===== src/rtl/lib_pow2_sched.sv =====
// Drains each accepted request vector as a sequence of beats, each beat carrying
// up to LANES one-hot grants taken from the residual bits in priority order.
module lib_pow2_sched #(
    parameter int WIDTH   = 8,
    parameter int LANES   = 2,
    parameter int LSB_MSB = 0
) (
    input  logic                       clk,
    input  logic                       rstn,
    input  logic                       s_valid,
    output logic                       s_ready,
    input  logic [WIDTH-1:0]           s_vect,
    output logic                       m_valid,
    input  logic                       m_ready,
    output logic [LANES*WIDTH-1:0]     m_onehot,
    output logic [LANES-1:0]           m_lane_vld,
    output logic                       m_last,
    output logic [$clog2(WIDTH+1)-1:0] m_beat
);

    localparam int BW = $clog2(WIDTH+1);
    localparam logic [WIDTH-1:0] ONE      = {{(WIDTH-1){1'b0}}, 1'b1};
    localparam logic [BW-1:0]    BEAT_ONE = {{(BW-1){1'b0}}, 1'b1};

    typedef enum logic {IDLE, BUSY} state_t;

    state_t           state_reg, state_next;
    logic [WIDTH-1:0] rem_reg, rem_next;
    logic [BW-1:0]    beat_reg, beat_next;

    // Residual bits reordered so the highest-priority bit is always bit 0.
    logic [WIDTH-1:0] rem_ord;
    logic [WIDTH-1:0] mask [LANES+1];
    logic [WIDTH-1:0] lane_ord [LANES];
    logic [WIDTH-1:0] lane_nat [LANES];
    logic [WIDTH-1:0] grant_or;

    genvar gi, gj;
    generate
        for (gj = 0; gj < WIDTH; gj++) begin : g_ord
            if (LSB_MSB != 0) begin : g_rev
                assign rem_ord[gj] = rem_reg[WIDTH-1-gj];
            end else begin : g_fwd
                assign rem_ord[gj] = rem_reg[gj];
            end
        end

        assign mask[0] = rem_ord;
        for (gi = 0; gi < LANES; gi++) begin : g_lane
            // Isolate lowest set bit, then strip it for the next lane.
            assign lane_ord[gi] = mask[gi] & (~mask[gi] + ONE);
            assign mask[gi+1]   = mask[gi] & ~lane_ord[gi];
            for (gj = 0; gj < WIDTH; gj++) begin : g_bit
                if (LSB_MSB != 0) begin : g_rev
                    assign lane_nat[gi][gj] = lane_ord[gi][WIDTH-1-gj];
                end else begin : g_fwd
                    assign lane_nat[gi][gj] = lane_ord[gi][gj];
                end
            end
            assign m_onehot[gi*WIDTH +: WIDTH] = m_valid ? lane_nat[gi] : '0;
            assign m_lane_vld[gi]              = m_valid & (|lane_nat[gi]);
        end
    endgenerate

    always_comb begin
        grant_or = '0;
        for (int i = 0; i < LANES; i++) begin
            grant_or = grant_or | lane_nat[i];
        end
    end

    always_ff @(posedge clk) begin
        if (!rstn) begin
            state_reg <= IDLE;
            rem_reg   <= '0;
            beat_reg  <= '0;
        end else begin
            state_reg <= state_next;
            rem_reg   <= rem_next;
            beat_reg  <= beat_next;
        end
    end

    always_comb begin
        state_next = state_reg;
        rem_next   = rem_reg;
        beat_next  = beat_reg;
        m_valid    = rstn && (state_reg == BUSY);
        // Last beat once this beat's grants exhaust the residual bits.
        m_last     = m_valid && (mask[LANES] == '0);
        m_beat     = m_valid ? beat_reg : '0;
        s_ready    = rstn && ((state_reg == IDLE) || (m_last && m_ready));

        case (state_reg)
            IDLE: begin
                if (s_valid) begin
                    rem_next   = s_vect;
                    beat_next  = '0;
                    state_next = BUSY;
                end
            end
            BUSY: begin
                if (m_ready) begin
                    if (!m_last) begin
                        rem_next  = rem_reg & ~grant_or;
                        beat_next = beat_reg + BEAT_ONE;
                    end else if (s_valid) begin
                        rem_next  = s_vect;
                        beat_next = '0;
                    end else begin
                        rem_next   = '0;
                        beat_next  = '0;
                        state_next = IDLE;
                    end
                end
            end
            default: state_next = IDLE;
        endcase
    end

endmodule


===== config.mk =====
export PLATFORM = sky130hd
export DESIGN_NAME = lib_pow2_sched
export DESIGN_NICKNAME = d
export VERILOG_FILES = /design/src/rtl/lib_pow2_sched.sv
export SDC_FILE = /design/constraint.sdc
export NUM_CORES = 1
export LEC_CHECK = 0
export CAP_MARGIN = 20
export CORE_MARGIN = 2
export CORE_UTILIZATION = 30
export DETAILED_ROUTE_END_ITERATION = 7
export SETUP_SLACK_MARGIN = 0.5
export SLEW_MARGIN = 20
export SYNTH_ARGS = -nofsm -noshare
export SYNTH_HDL_FRONTEND = slang
export SYNTH_SLANG_ARGS = --single-unit

===== constraint.sdc =====
create_clock -name clk -period 3.2 [get_ports clk]
set_clock_uncertainty 0.1 [all_clocks]
set_input_delay 0.48 -clock clk [delete_from_list [all_inputs] [get_ports clk]]
set_output_delay 0.48 -clock clk [all_outputs]
set_load 0.1 [all_outputs]

Fig. 1: run 1, clock network drawn from the DEF
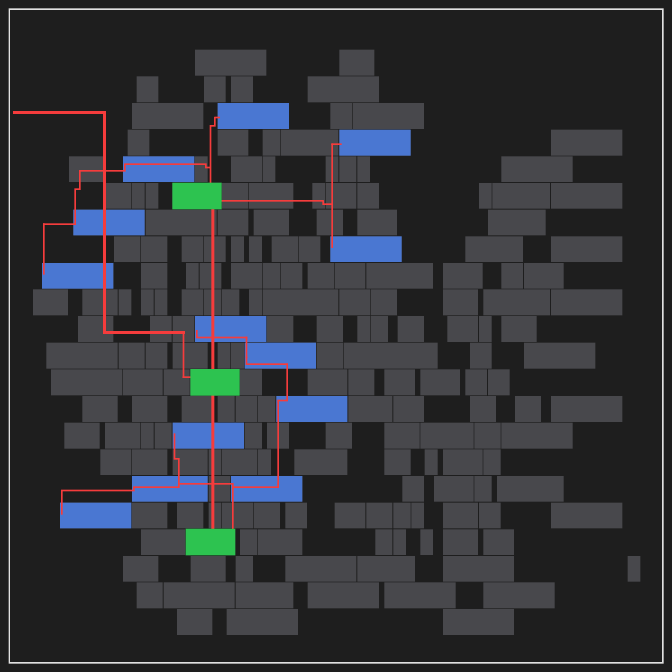
legend:
  green:
    item: cells driving clock nets
    count: 3
  blue:
    item: flip-flops
    count: 13
  red:
    item: clock wires
    length: 216 microns
routed clock nets: 4
Late-Pin Clk Latency: 0.25 ns
clock power share: 25.1%
Clock Power: 0.151 mW

Fig. 2: run 1, clock routing
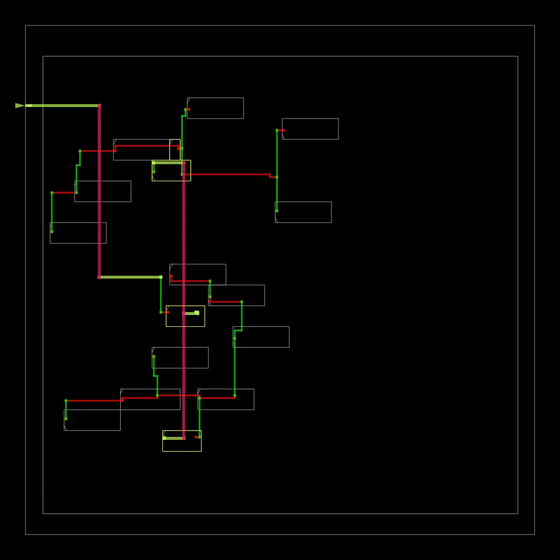
CTS Sinks: 13
CTS buffer count: 3

Fig. 3: run 1, placement by cell class
The bar under the picture is 20 microns long.
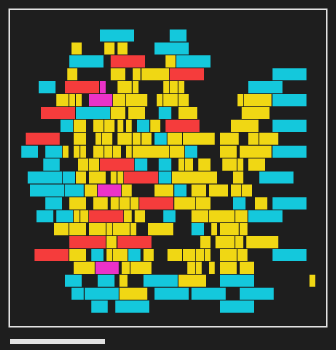
legend:
  red:
    class: flops
    cells: 13
  yellow:
    class: all other logic
    cells: 129
  cyan:
    class: other buffers and delay cells
    cells: 52
  magenta:
    class: clock drivers and dummy loads
    cells: 4

==> impl_metrics.csv, run 1 <==
group,metric,value,unit
layout,drive_gt1_share,40.9,%
place,io_buffers,35,
power_and_ir_drop,seqPwrFrac,31.0,%
layout,design_area,0.00211,sq mm
detailed_routing,m1WireLength,1.57,mm
global_routing,grt-busiest-layer,"met2",
layout,final_util,56.8,%
detailed_routing,wl,3.54,mm
synth,yosysUniqueCellTypes,50,
outcome,status,"completed",
clock_network,path_clk_slew,0.06,ns
layout,final_common_cell,"buf_12",
layout,seq_share,12.4,%
synth,synth_chip_area,0.00117,sq mm
power_and_ir_drop,power.total,0.603,mW
layout,largest_class,"combinational gates",
final_timing,max_freq,346,MHz
synth,yosysMostFrequentCell,"nand2_1",
clock_network,root_buffer,"clkbuf_8",
floorplanning,rows,22,
synth,synthTopLogicFamily,"AND-OR/OR-AND gates",
place,place.gp.congestion,0.864,
detailed_routing,met2_length,1.75,mm
setup_path,worstReg2RegStart,"rem_ord[2]",
layout,final_cells,246,
synth,synth_cells,156,
synth,yosysWarningCount,0,
synth,synthXorXnorAreaFrac,2.98,%
layout,inv_count,8,
floorplanning,fp.dieW,66.6,microns
power_and_ir_drop,p_int,0.366,mW
synth,edf_count,0,
synth,synthSimpleGateAreaFrac,28.8,%
setup_path,cp-start-kind,"flip-flop",
final_timing,rsz0062_at_grt,"true",
final_timing,fin_hold_ws,0.395,ns
detailed_routing,drt_iter0_drc,90,
power_and_ir_drop,p_per_area,286,mW/mm^2
setup_path,worstPathArrival,2.31,ns
place,place_area,0.00196,sq mm
detailed_routing,top_layer_used,"met4",
power_and_ir_drop,p_leak,0.806,nW
synth,yosys_cells,156,
## run 1: critical path, stage by stage, from the launching register on
cell and delay (ns):
dfxtp_1 0.31, or4_4 0.58, a221oi_4 0.40, o211ai_2 0.18, o31ai_4 0.24, and2_4 0.20
buf_12 0.16
## run 1: power by group through the flow
| stage | combinational (mW) | clock, mW | sequential, mW |
|---|---|---|---|
| finish | 0.265 | 0.151 | 0.187 |
| global route | 0.282 | 0.162 | 0.189 |
| CTS | 0.256 | 0.153 | 0.187 |
| detailed placement | 0.245 | 0 | 0.190 |
| global placement | 0.242 | 0 | 0.189 |
| floorplan | 0.190 | 0 | 0.180 |
Fig. 4: run 1, ports around the boundary
Pins as bars across the die edge, other pins in grey.
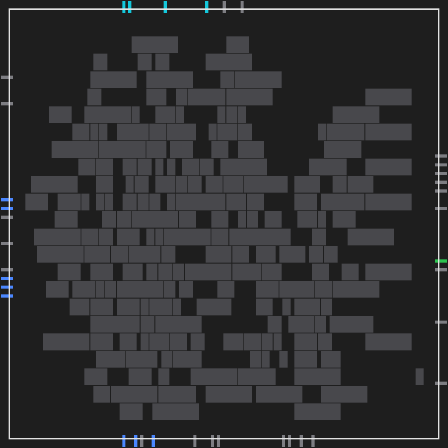

==> inputs of run 2 (changes only) <==
--- a/config.mk
+++ b/config.mk
@@ -6,7 +6,7 @@
 export NUM_CORES = 1
 export LEC_CHECK = 0
 export CAP_MARGIN = 20
-export CORE_MARGIN = 2
+export CORE_MARGIN = 1.5
 export CORE_UTILIZATION = 30
 export DETAILED_ROUTE_END_ITERATION = 7
 export SETUP_SLACK_MARGIN = 0.5
Fig. 5: run 2, ports around the boundary
Pins as bars across the die edge, other pins in grey.
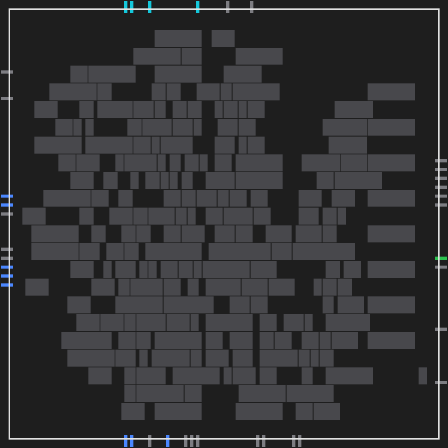
legend:
  blue:
    port: `s_vect`
    pins: 8
    direction: input
    edge: 5 west, 3 south
  green:
    port: `m_valid`
    pins: 1
    direction: output
    edge: east
  cyan:
    port: `m_beat`
    pins: 4
    direction: output
    edge: north
all pins by edge: 11 south, 10 west, 10 east, 6 north

==> impl_metrics.csv, run 2 <==
group,metric,value,unit
detailed_routing,drt_iter0_drc,93,
synth,yosys_cells,156,
clock_network,cts_buffers,3,
final_timing,fin_hold_ws,0.404,ns
setup_path,cp-start-kind,"flip-flop",
layout,final_cells,253,
power_and_ir_drop,pg_seq,0.186,mW
place,io_buffers,35,
clock_network,cts_num_sinks,13,
clock_network,root_buffer,"clkbuf_8",
detailed_routing,wl,4.11,mm
final_timing,fin_setup_tns,0,ns
power_and_ir_drop,power_combinational,0.288,mW
place,place.gp.congestion,0.828,
floorplanning,rows,22,
power_and_ir_drop,clkPwrFrac,24.1,%
clock_network,insertion_delay,0.24,ns
setup_path,worstPathArrival,2.34,ns
power_and_ir_drop,p_leak,0.847,nW
outcome,status,"completed",
power_and_ir_drop,p_per_area,285,mW/mm^2
detailed_routing,top_layer_used,"met4",
synth,yosysWarningCount,0,
detailed_routing,met2_length,2.04,mm
floorplanning,io-pin-count,37,
layout,drive_gt1_share,44.9,%
power_and_ir_drop,power_leader,"combinational cells",
synth,edf_count,0,
power_and_ir_drop,seqPwrFrac,29.8,%
synth,synth_chip_area,0.00117,sq mm
final_timing,max_freq,343,MHz
global_routing,grt-busiest-layer,"met2",
detailed_routing,m1WireLength,1.77,mm
power_and_ir_drop,clock_power,0.150,mW
power_and_ir_drop,power.total,0.623,mW
synth,yosysMostFrequentCell,"nand2_1",
synth,yosysUniqueCellTypes,50,
place,place_area,0.00196,sq mm
floorplanning,fp.dieW,65.6,microns
Fig. 6: run 2, cell sizes after repair
The bar under the picture is 20 microns long.
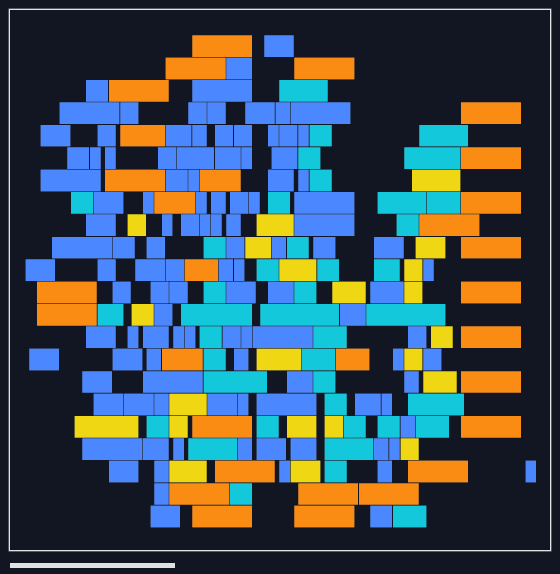
legend:
  cyan:
    size: drive 3 to 4
    cells: 40
    most_used: buf_4
  yellow:
    size: drive 2
    cells: 22
    most_used: nor2_2
  blue:
    size: drive 1 or less
    cells: 113
    most_used: nand2_1
  orange:
    size: drive 6 and up
    cells: 30
    most_used: buf_12
bufs w/o clock: 59
fin worst setup slack: 0.282 ns
area added between synthesis and finish: 86.5%
design area: 0.00219 sq mm

-- run 2: cell families after synthesis --
group / Yosys count / synth area share (%)
compound gates: 47 / 32.2
fa+ha+maj: 5 / 4.47
buf+inv: 22 / 8.20
xor+xnor: 4 / 2.98
simple gates: 63 / 28.8
mux: 1 / 0.958
other cells: 1 / 0.319
flops: 13 / 22.2
-- run 2: worst max-delay path: stages, from the launching register on --
cell and delay (ns):
dfxtp_4 0.34, or4_4 0.56, a221oi_4 0.39, o211ai_2 0.20, o31ai_4 0.24, and2_4 0.19, buf_12 0.16
-- run 2: layout make-up --
type	count	area (sq um)
clock buffers	4	45.0
fillers	314	1530
inverters	8	33.8
multi-input cells	121	1000
flip-flops and latches	13	265
well taps	48	60.1
repair buffers	59	786
Fig. 7: run 2, clock network drawn from the DEF
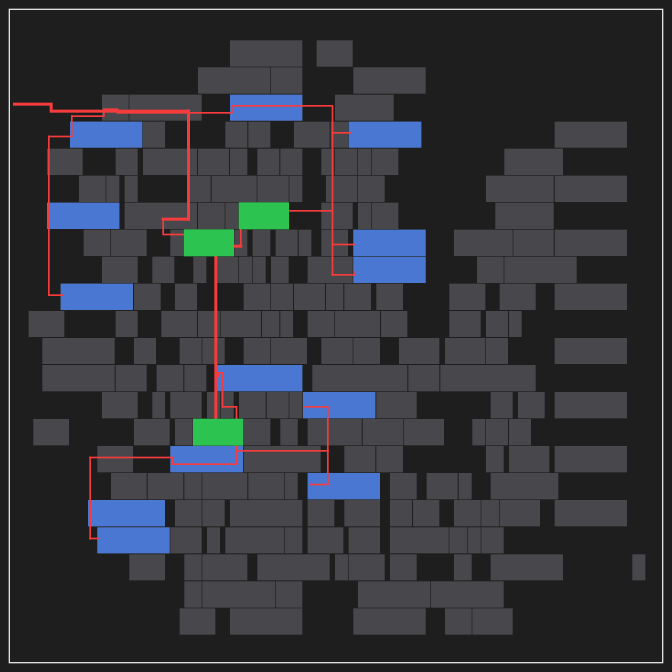

==> inputs of run 3 (changes only) <==
--- a/config.mk
+++ b/config.mk
@@ -7,10 +7,10 @@
 export LEC_CHECK = 0
 export CAP_MARGIN = 20
 export CORE_MARGIN = 1.5
-export CORE_UTILIZATION = 30
+export CORE_UTILIZATION = 35
 export DETAILED_ROUTE_END_ITERATION = 7
 export SETUP_SLACK_MARGIN = 0.5
-export SLEW_MARGIN = 20
+export SLEW_MARGIN = 25
 export SYNTH_ARGS = -nofsm -noshare
 export SYNTH_HDL_FRONTEND = slang
 export SYNTH_SLANG_ARGS = --single-unit
Fig. 8: run 3, clock network drawn from the DEF
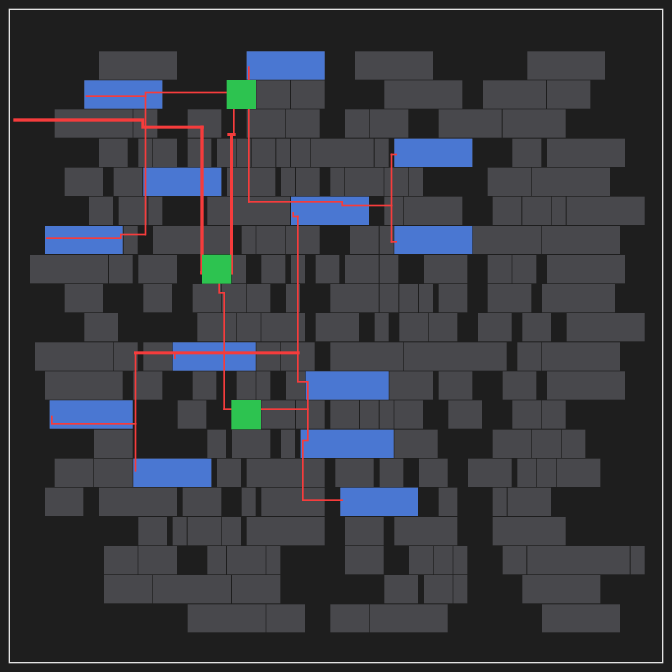
legend:
  red:
    item: clock wires
    length: 212 microns
  green:
    item: cells driving clock nets
    count: 3
  blue:
    item: flip-flops
    count: 13
routed clock nets: 4

==> impl_metrics.csv, run 3 <==
group,metric,value,unit
layout,final_common_cell,"buf_12",
setup_path,worstReg2RegStart,"rem_ord[3]",
clock_network,root_buffer,"clkbuf_4",
final_timing,max_freq,337,MHz
layout,fill_cells,266,
synth,edf_count,0,
setup_path,worstPathArrival,2.39,ns
detailed_routing,wl,4.02,mm
final_timing,finalWorstSetupSlack,0.234,ns
detailed_routing,m1WireLength,1.70,mm
layout,design_area,0.00216,sq mm
synth,adder_share,4.47,%
setup_path,cp-end-kind,"primary output",
floorplanning,fp.dieW,60.9,microns
floorplanning,io-pin-count,37,
synth,yosysWarningCount,0,
final_timing,fin_hold_ws,0.409,ns
synth,synth_cells,156,
synth,yosysMostFrequentCell,"nand2_1",
final_timing,fin_crit_sh,92.7,%
power_and_ir_drop,p_leak,0.834,nW
setup_path,cp_top_family,"AND-OR/OR-AND gates",
layout,syn2layout_area_growth,84.0,%
clock_network,path_clk_slew,0.09,ns
synth,synthSimpleGateAreaFrac,28.8,%
place,place_area,0.00195,sq mm
clock_network,cts_num_sinks,13,
floorplanning,rows,20,
power_and_ir_drop,power.total,0.590,mW
detailed_routing,drt_iter0_drc,139,
synth,compound_area_share,32.2,%
synth,mux_share,0.958,%
setup_path,critPathBufInv,1,
final_timing,rsz0062_at_grt,"true",
layout,drive_gt1_share,44.3,%
detailed_routing,top_layer_used,"met4",
detailed_routing,met2_length,2.08,mm
place,place.gp.congestion,0.846,
outcome,status,"completed",
setup_path,slowest_delay,0.57,ns
synth,synth_chip_area,0.00117,sq mm
synth,synthXorXnorAreaFrac,2.98,%
power_and_ir_drop,p_per_area,273,mW/mm^2
layout,final_cells,245,
layout,final_util,69.1,%
setup_path,crit_cells,6,
Fig. 9: run 3, clock routing
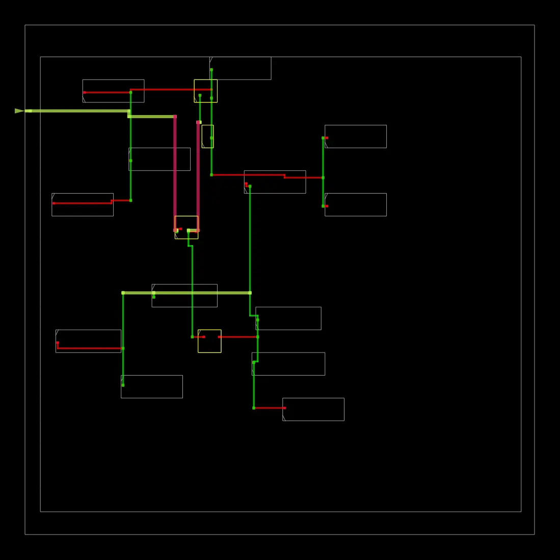
FFs & Latches: 13
Clock Power: 0.108 mW
# clk buffers: 4
Late-Pin Clk Latency: 0.28 ns

run 3: cell types whose count changed in the layout (fill, tap and decap cells not counted), sizes merged:
cell  delta
buf      -4
run 3: power breakdown:
group | switching, mW | leakage (nW) | internal, mW | total [mW]
sequential | 0.0190 | 0.108 | 0.170 | 0.189
combinational | 0.166 | 0.711 | 0.126 | 0.292
clock | 0.0600 | 0.0150 | 0.0484 | 0.108
run 3: repair_timing:
item,in CTS,in global routing
gates resized,16,3
pin swaps,10,3
endpoints found under the setup margin,6,9
setup buffers,11,1
run 3: area by class of cell:
cell class,count,area [sq um],area share (%)
Multi-Input combinational cell,121,1010,46.9
Timing Repair Buffer,55,764,35.4
Tap cell,44,55.1,2.55
Clock buffer,4,26.3,1.22
Inverter,8,33.8,1.56
Sequential cell,13,268,12.4
No activity file was given, so power comes from the tool's default toggle rates.
